==> images/power_grid.png <==
Scale bar: 20 um. Pins as bars on the die edge.
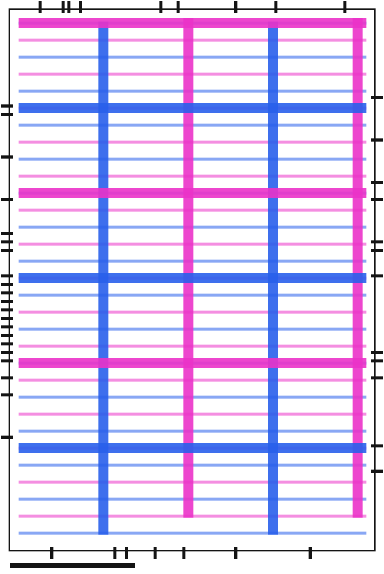
==> images/placement_by_type.png <==
Scale bar: 20 um.
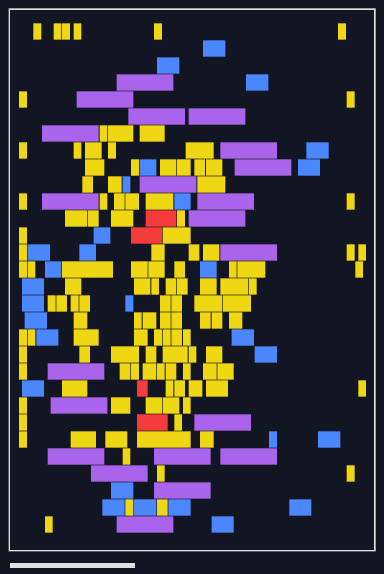
==> images/clk_routes.png <==
Scale bar: 20 um.
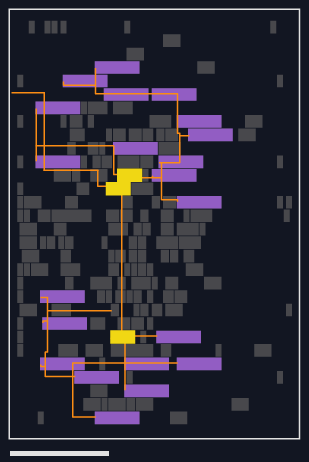
**config.mk**
```make
export PLATFORM = sky130hd
export DESIGN_NAME = interrupt_sequencer
export DESIGN_NICKNAME = d
export VERILOG_FILES = /design/src/rtl/interrupt_sequencer.sv
export SDC_FILE = /design/constraint.sdc
export NUM_CORES = 1
export LEC_CHECK = 0
export CAP_MARGIN = 20
export CORE_ASPECT_RATIO = 1.5
export CORE_UTILIZATION = 30
export DETAILED_ROUTE_END_ITERATION = 10
export PLACE_DENSITY = 0.64
export RECOVER_POWER = 100
export SYNTH_ARGS = -nofsm -noshare
export SYNTH_HDL_FRONTEND = slang
export SYNTH_SLANG_ARGS = --single-unit
```
**constraint.sdc**
```tcl
create_clock -name clk -period 3.14 [get_ports clk]
set_input_delay 0.628 -clock clk [delete_from_list [all_inputs] [get_ports clk]]
set_output_delay 0.628 -clock clk [all_outputs]
set_load 0.02 [all_outputs]
```
**src/rtl/interrupt_sequencer.sv**
```systemverilog
// Interrupt entry sequencer: prioritises NMI over level-sensitive maskable lines, handshakes
// entry with the Controller at instruction boundaries and tracks nested handlers until eret.
module interrupt_sequencer #(
  parameter int unsigned NUM_IRQ    = 4,
  parameter logic [31:0] VEC_BASE   = 32'h0000_0080,
  parameter int unsigned VEC_STRIDE = 8,
  parameter logic [31:0] NMI_VEC    = 32'h0000_0040
) (
  input  logic                                            clk,
  input  logic                                            rst_n,
  input  logic [NUM_IRQ-1:0]                              irq_i,
  input  logic                                            nmi_i,
  input  logic                                            intd_i,
  input  logic                                            instr_boundary_i,
  input  logic                                            int_ack_i,
  input  logic                                            eret_i,
  output logic                                            int_req_o,
  output logic [31:0]                                     vector_o,
  output logic [((NUM_IRQ > 1) ? $clog2(NUM_IRQ) : 1):0]  cause_o,
  output logic                                            ina_o,
  output logic                                            in_service_o
);

  localparam int unsigned IDX_W = (NUM_IRQ > 1) ? $clog2(NUM_IRQ) : 1;

  typedef enum logic [1:0] {
    S_IDLE    = 2'd0,
    S_REQ     = 2'd1,
    S_ACK     = 2'd2,
    S_SERVICE = 2'd3
  } state_t;

  function automatic logic [31:0] f_irq_vector(input logic [IDX_W-1:0] idx);
    return VEC_BASE + (32'(idx) * VEC_STRIDE);
  endfunction

  state_t           r_state;
  logic             r_nmi_prev;
  logic             r_nmi_pending;
  logic             r_nmi_active;
  logic             r_irq_active;
  logic [IDX_W-1:0] r_act_idx;
  logic             r_req_nmi;
  logic [IDX_W-1:0] r_req_idx;

  state_t           w_state_nxt;
  logic             w_nmi_pending_nxt;
  logic             w_nmi_active_nxt;
  logic             w_irq_active_nxt;
  logic [IDX_W-1:0] w_act_idx_nxt;
  logic             w_req_nmi_nxt;
  logic [IDX_W-1:0] w_req_idx_nxt;
  logic [31:0]      w_vector_nxt;
  logic             w_int_req_nxt;
  logic             w_ina_nxt;
  logic             w_in_service_nxt;
  logic [IDX_W:0]   w_cause_nxt;

  logic             w_nmi_edge;
  logic             w_nmi_cand;
  logic             w_irq_cand;
  logic             w_cand;
  logic [IDX_W-1:0] w_irq_idx;
  logic             w_req_line;
  logic             w_cancel;

  assign w_nmi_edge = nmi_i & ~r_nmi_prev;
  assign w_nmi_cand = r_nmi_pending & ~r_nmi_active;
  assign w_irq_cand = (|irq_i) & ~intd_i & ~r_irq_active & ~r_nmi_active;
  assign w_cand     = w_nmi_cand | w_irq_cand;
  assign w_req_line = irq_i[r_req_idx];
  // Only a maskable request can be withdrawn; an NMI request stays up until acknowledged.
  assign w_cancel   = ~r_req_nmi & (~w_req_line | intd_i);

  // Lowest-numbered asserted line has the highest priority.
  always_comb begin
    w_irq_idx = {IDX_W{1'b0}};
    for (int i = int'(NUM_IRQ) - 1; i >= 0; i--) begin
      w_irq_idx = irq_i[i] ? IDX_W'(i) : w_irq_idx;
    end
  end

  // State and bookkeeping registers.
  always_ff @(posedge clk or negedge rst_n) begin
    if (!rst_n) begin
      r_state       <= S_IDLE;
      r_nmi_prev    <= 1'b0;
      r_nmi_pending <= 1'b0;
      r_nmi_active  <= 1'b0;
      r_irq_active  <= 1'b0;
      r_act_idx     <= {IDX_W{1'b0}};
      r_req_nmi     <= 1'b0;
      r_req_idx     <= {IDX_W{1'b0}};
    end else begin
      r_state       <= w_state_nxt;
      r_nmi_prev    <= nmi_i;
      r_nmi_pending <= w_nmi_pending_nxt;
      r_nmi_active  <= w_nmi_active_nxt;
      r_irq_active  <= w_irq_active_nxt;
      r_act_idx     <= w_act_idx_nxt;
      r_req_nmi     <= w_req_nmi_nxt;
      r_req_idx     <= w_req_idx_nxt;
    end
  end

  // Next-state and bookkeeping update.
  always_comb begin
    w_state_nxt       = r_state;
    w_req_nmi_nxt     = r_req_nmi;
    w_req_idx_nxt     = r_req_idx;
    w_vector_nxt      = vector_o;
    w_nmi_active_nxt  = r_nmi_active;
    w_irq_active_nxt  = r_irq_active;
    w_act_idx_nxt     = r_act_idx;
    w_nmi_pending_nxt = r_nmi_pending | w_nmi_edge;
    case (r_state)
      S_IDLE: begin
        if (w_cand && instr_boundary_i) begin
          w_state_nxt   = S_REQ;
          w_req_nmi_nxt = w_nmi_cand;
          w_req_idx_nxt = w_nmi_cand ? {IDX_W{1'b0}} : w_irq_idx;
          w_vector_nxt  = w_nmi_cand ? NMI_VEC : f_irq_vector(w_irq_idx);
        end else begin
          w_state_nxt = S_IDLE;
        end
      end
      S_REQ: begin
        if (int_ack_i) begin
          w_state_nxt = S_ACK;
        end else if (w_cancel) begin
          w_state_nxt = (r_nmi_active | r_irq_active) ? S_SERVICE : S_IDLE;
        end else begin
          w_state_nxt = S_REQ;
        end
      end
      S_ACK: begin
        w_state_nxt = S_SERVICE;
        if (r_req_nmi) begin
          w_nmi_active_nxt  = 1'b1;
          // An edge arriving in this very cycle is a fresh request and must survive.
          w_nmi_pending_nxt = w_nmi_edge;
        end else begin
          w_irq_active_nxt = 1'b1;
          w_act_idx_nxt    = r_req_idx;
        end
      end
      S_SERVICE: begin
        if (eret_i) begin
          if (r_nmi_active) begin
            w_nmi_active_nxt = 1'b0;
          end else begin
            w_irq_active_nxt = 1'b0;
          end
          w_state_nxt = (r_nmi_active & r_irq_active) ? S_SERVICE : S_IDLE;
        end else if (w_nmi_cand && instr_boundary_i) begin
          w_state_nxt   = S_REQ;
          w_req_nmi_nxt = 1'b1;
          w_req_idx_nxt = {IDX_W{1'b0}};
          w_vector_nxt  = NMI_VEC;
        end else begin
          w_state_nxt = S_SERVICE;
        end
      end
      default: begin
        w_state_nxt = S_IDLE;
      end
    endcase
  end

  // Output values for the coming cycle, decoded from the next state.
  always_comb begin
    w_int_req_nxt    = (w_state_nxt == S_REQ);
    w_ina_nxt        = (w_state_nxt == S_ACK);
    w_in_service_nxt = w_nmi_active_nxt | w_irq_active_nxt;
    case (w_state_nxt)
      S_REQ, S_ACK: begin
        w_cause_nxt = {w_req_nmi_nxt, w_req_idx_nxt};
      end
      S_SERVICE: begin
        if (w_nmi_active_nxt) begin
          w_cause_nxt = {1'b1, {IDX_W{1'b0}}};
        end else begin
          w_cause_nxt = {1'b0, w_act_idx_nxt};
        end
      end
      default: begin
        w_cause_nxt = {(IDX_W + 1){1'b0}};
      end
    endcase
  end

  // Output registers.
  always_ff @(posedge clk or negedge rst_n) begin
    if (!rst_n) begin
      int_req_o    <= 1'b0;
      vector_o     <= 32'h0000_0000;
      cause_o      <= {(IDX_W + 1){1'b0}};
      ina_o        <= 1'b0;
      in_service_o <= 1'b0;
    end else begin
      int_req_o    <= w_int_req_nxt;
      vector_o     <= w_vector_nxt;
      cause_o      <= w_cause_nxt;
      ina_o        <= w_ina_nxt;
      in_service_o <= w_in_service_nxt;
    end
  end

endmodule
```
==> impl_metrics.toml <==
# implementation run metrics
[status]
status = "finished clean"

[final_timing]
timing.fmax_mhz = 352
setup_ws_ns = 0.296
tns_ns = 0
setup_viol = 0
worst_pin_slew_ns = 1.14
fin_crit_ns = 2.84
max_slew_margin_pct = 24.2
rsz0062_at_grt = "false"
post-route-period-util_pct = 90.6
finalHoldViolations = 0
maxSlewViolCount = 0
timing.hold.ws_ns = 0.419

[critical_path]
worstSetupStartpoint = "irq_i[1]"
worst-path-buf-inv = 1
path_max_fanout = 4
worst_path_dominant_cell_family = "simple AND/OR/NAND/NOR gates"
critPathKind = "input pin to register"
start_kind = "input pin"
critical_path_arrival_ns = 3.03
cp_cell_sequence = "clkdlybuf4s50_1 -> or4_1 -> a21boi_1 -> nand2_1 -> o21a_1 -> ha_1 -> or4b_1 -> a31oi_1"
cp_data_required_time_ns = 3.33
r2r-start = "r_state[0]$_DFF_PN0_"
end_kind = "register"
crit_slowest_cell = "or4_1"
reg2reg_slack_ns = 0.67
critPathMaxStageDelay_ns = 0.57

[cts]
cts_setup_buffers = 0
clkTransAtPathRegs_ns = 0.08
cts.hold.buffers_added = 0
htree_levels = 1
clock_sinks = 21
cts_resized = 0
clock_latency_ns = 0.26
clockBufferDepth = 2
root_buffer = "clkbuf_8"
cts_buffers = 3

[grt]
overflow = 0
grt_pass1_vias = 1024
grt_first_pass_wirelength_um = 4910
grt_max_degree = 22
grt.total_usage_pct = 12.8
antenna_found_initial = 0

[floorplanning]
die_area_sq_um = 5040
die_w_um = 58.3
dieHeight_um = 86.4
ios = 49
fp_util_pct = 31.4

[synthesis]
simple_gate_area_share_pct = 14.1
ys_sh_aoi_pct = 17.6
ys_cells = 147
avgSynthCellArea_sq_um = 9.69
ys_seq_share_pct = 36.9
postSynthCellCount = 147
synth_warnings = 0
synth-edff-count = 0
ys_sh_xor_pct = 0
netlist_area_sq_um = 1430
logic_family = "buffers and inverters"
ys.flop_type = "dfrtp_1"
synth-seq-cells = 21
netlist-cell-type-count = 39
ys_sh_mux_pct = 6.23
ys_area_sq_um = 1430
async_flop_share_pct = 100

[layout]
final_nets = 198
syn_to_final_growth_pct = 17.8
fin_cells = 242
drive_gt1_share_pct = 10.1
diodes = 0

[pwr]
power_leakage_uw = 0.000810
ir_drop_uv = 269
powerDensity_nw_per_um2 = 801

[route]
drc = 0
finalWirelength_um = 2850
viasPerCell = 4.43
dr_total_vias = 1073
dr.pass1.iters = 4
drtIter0Drc = 15
ant_nets = 0
wl_per_cell_um = 11.8

[placed_design]
place_hpwl_um = 2260
place.gp.congestion = 0.836
dpl-instance-area_sq_um = 1660
pre_cts_ws_ns = 0.0229
port_buffers = 20
place_inst = 238

[hold_path]
hp-class = "register to register"
min-delay-start = "r_nmi_prev$_DFF_PN0_"

[run]
tool_warnings = 32
cap_violations = 0
## Picture notes: power_grid.png
[VDD] magenta
[VSS] blue
met1 rails: 31
signal pins: 49

## Picture notes: placement_by_type.png
[remaining buffers and delay cells] blue | cells: 29 | share of their area: 16%
[combinational and other logic] yellow | cells: 124 | share of their area: 48%
[clock drivers and dummy loads] red | cells: 4 | share of their area: 2.9%
[sequential cells] purple | cells: 21 | share of their area: 33%
cell area after layout: 1680 sq um
row cnt: 30
final core utilization: 37.0%
Core Region: 4540 sq um

## Picture notes: clk_routes.png
[flip-flops] purple | count: 21
[clock wires] orange | length: 269 um
[clock drivers] yellow | count: 3
routed clock nets: 4

-- stage by stage --
| stage | total power (uW) | utilization [%] |
|---|---|---|
| 6_report | 1350 | 37.0 |
| 5_1_grt | 1460 | 37.0 |
| 4_1_cts | 1410 | 37.6 |
| 3_5_place_dp | 1220 | 36.6 |
| 3_3_place_gp | 1220 | 36.6 |
| 2_1_floorplan | 956 | - |
-- cells in the mapped netlist (2+ instances only) --
library cell | count | share of area, %
buf_4 | 28 | 15
dfrtp_1 | 21 | 37
inv_1 | 11 | 2.9
o21ai_0 | 11 | 3.9
nand2_1 | 10 | 2.6
ha_1 | 8 | 7.0
a21oi_1 | 7 | 2.5
mux2_2 | 5 | 4.0
a21o_1 | 4 | 2.1
nor2_1 | 4 | 1.1
a31oi_1 | 3 | 1.3
nor2b_1 | 3 | 1.3
a221oi_2 | 2 | 2.1
nand2b_1 | 2 | 0.88
nand3_1 | 2 | 0.70
nand3b_1 | 2 | 1.1
nor3_1 | 2 | 0.70
-- path summary, 6_finish.rpt --
kind,endpoint,depth (start not counted)
worst max register to register,cause_o[0]$_DFF_PN0_,9
max in group asynchronous,r_req_nmi$_DFF_PN0_,2
min in group asynchronous,r_irq_active$_DFF_PN0_,2
worst max-delay path,cause_o[0]$_DFF_PN0_,8
worst min register to register,r_nmi_pending$_DFF_PN0_,1
worst min-delay path,r_nmi_pending$_DFF_PN0_,1
-- area by class of cell --
cell class | count | area (sq um)
multi-input combinational | 113 | 729
inverter | 11 | 41.3
fill | 480 | 2860
clock buffer | 3 | 41.3
tap | 64 | 80.1
clock inverter | 1 | 5.00
sequential | 21 | 526
timing repair buffer | 29 | 256
-- metal layers --
layer  routed length (um)  track usage [%]
met5                    0                0
met4                   74             6.28
met3                   94             1.49
met2                 1500             22.0
met1                 1180             15.4
-- cells by family after synthesis --
| kind of cell | Yosys count |
|---|---|
| AND-OR/OR-AND | 37 |
| adder cells (fa/ha/maj) | 8 |
| buffers and inverters | 40 |
| flip-flops | 21 |
| multiplexers | 7 |
| other | 1 |
| AND/OR/NAND/NOR | 33 |
-- power by group --
part	total (uW)	switching, uW	leakage [uW]	internal [uW]
clock	177	88.3	0.0000255	88.5
combinational	748	433	0.000522	315
sequential	421	72.2	0.000262	349
total	1350	593	0.000810	752
-- layout by cell type, fill, tap and decap left out, drive strengths merged, types with 2 or more instances in the layout --
| master | count |
|---|---|
| o21ai | 12 |
| nand2b | 2 |
| dfrtp | 21 |
| ha | 8 |
| nor2 | 4 |
| nor2b | 3 |
| a21o | 4 |
| a31oi | 3 |
| inv | 11 |
| nand2 | 10 |
| nor3 | 2 |
| a21oi | 7 |
| mux2 | 5 |
| clkbuf | 6 |
| a221oi | 2 |
| a21boi | 2 |
| buf | 6 |
| conb | 28 |
| nand3 | 2 |
| dlygate4sd3 | 14 |
| clkdlybuf4s50 | 6 |
| nand3b | 2 |
-- flip-flops by register name, summed over array words and instances, names as in the netlist, 2 cells and up --
signal / flops
vector_o: 4
cause_o: 3
r_act_idx: 2
r_req_idx: 2
r_state: 2
Power is estimated from default activity; no workload was simulated.
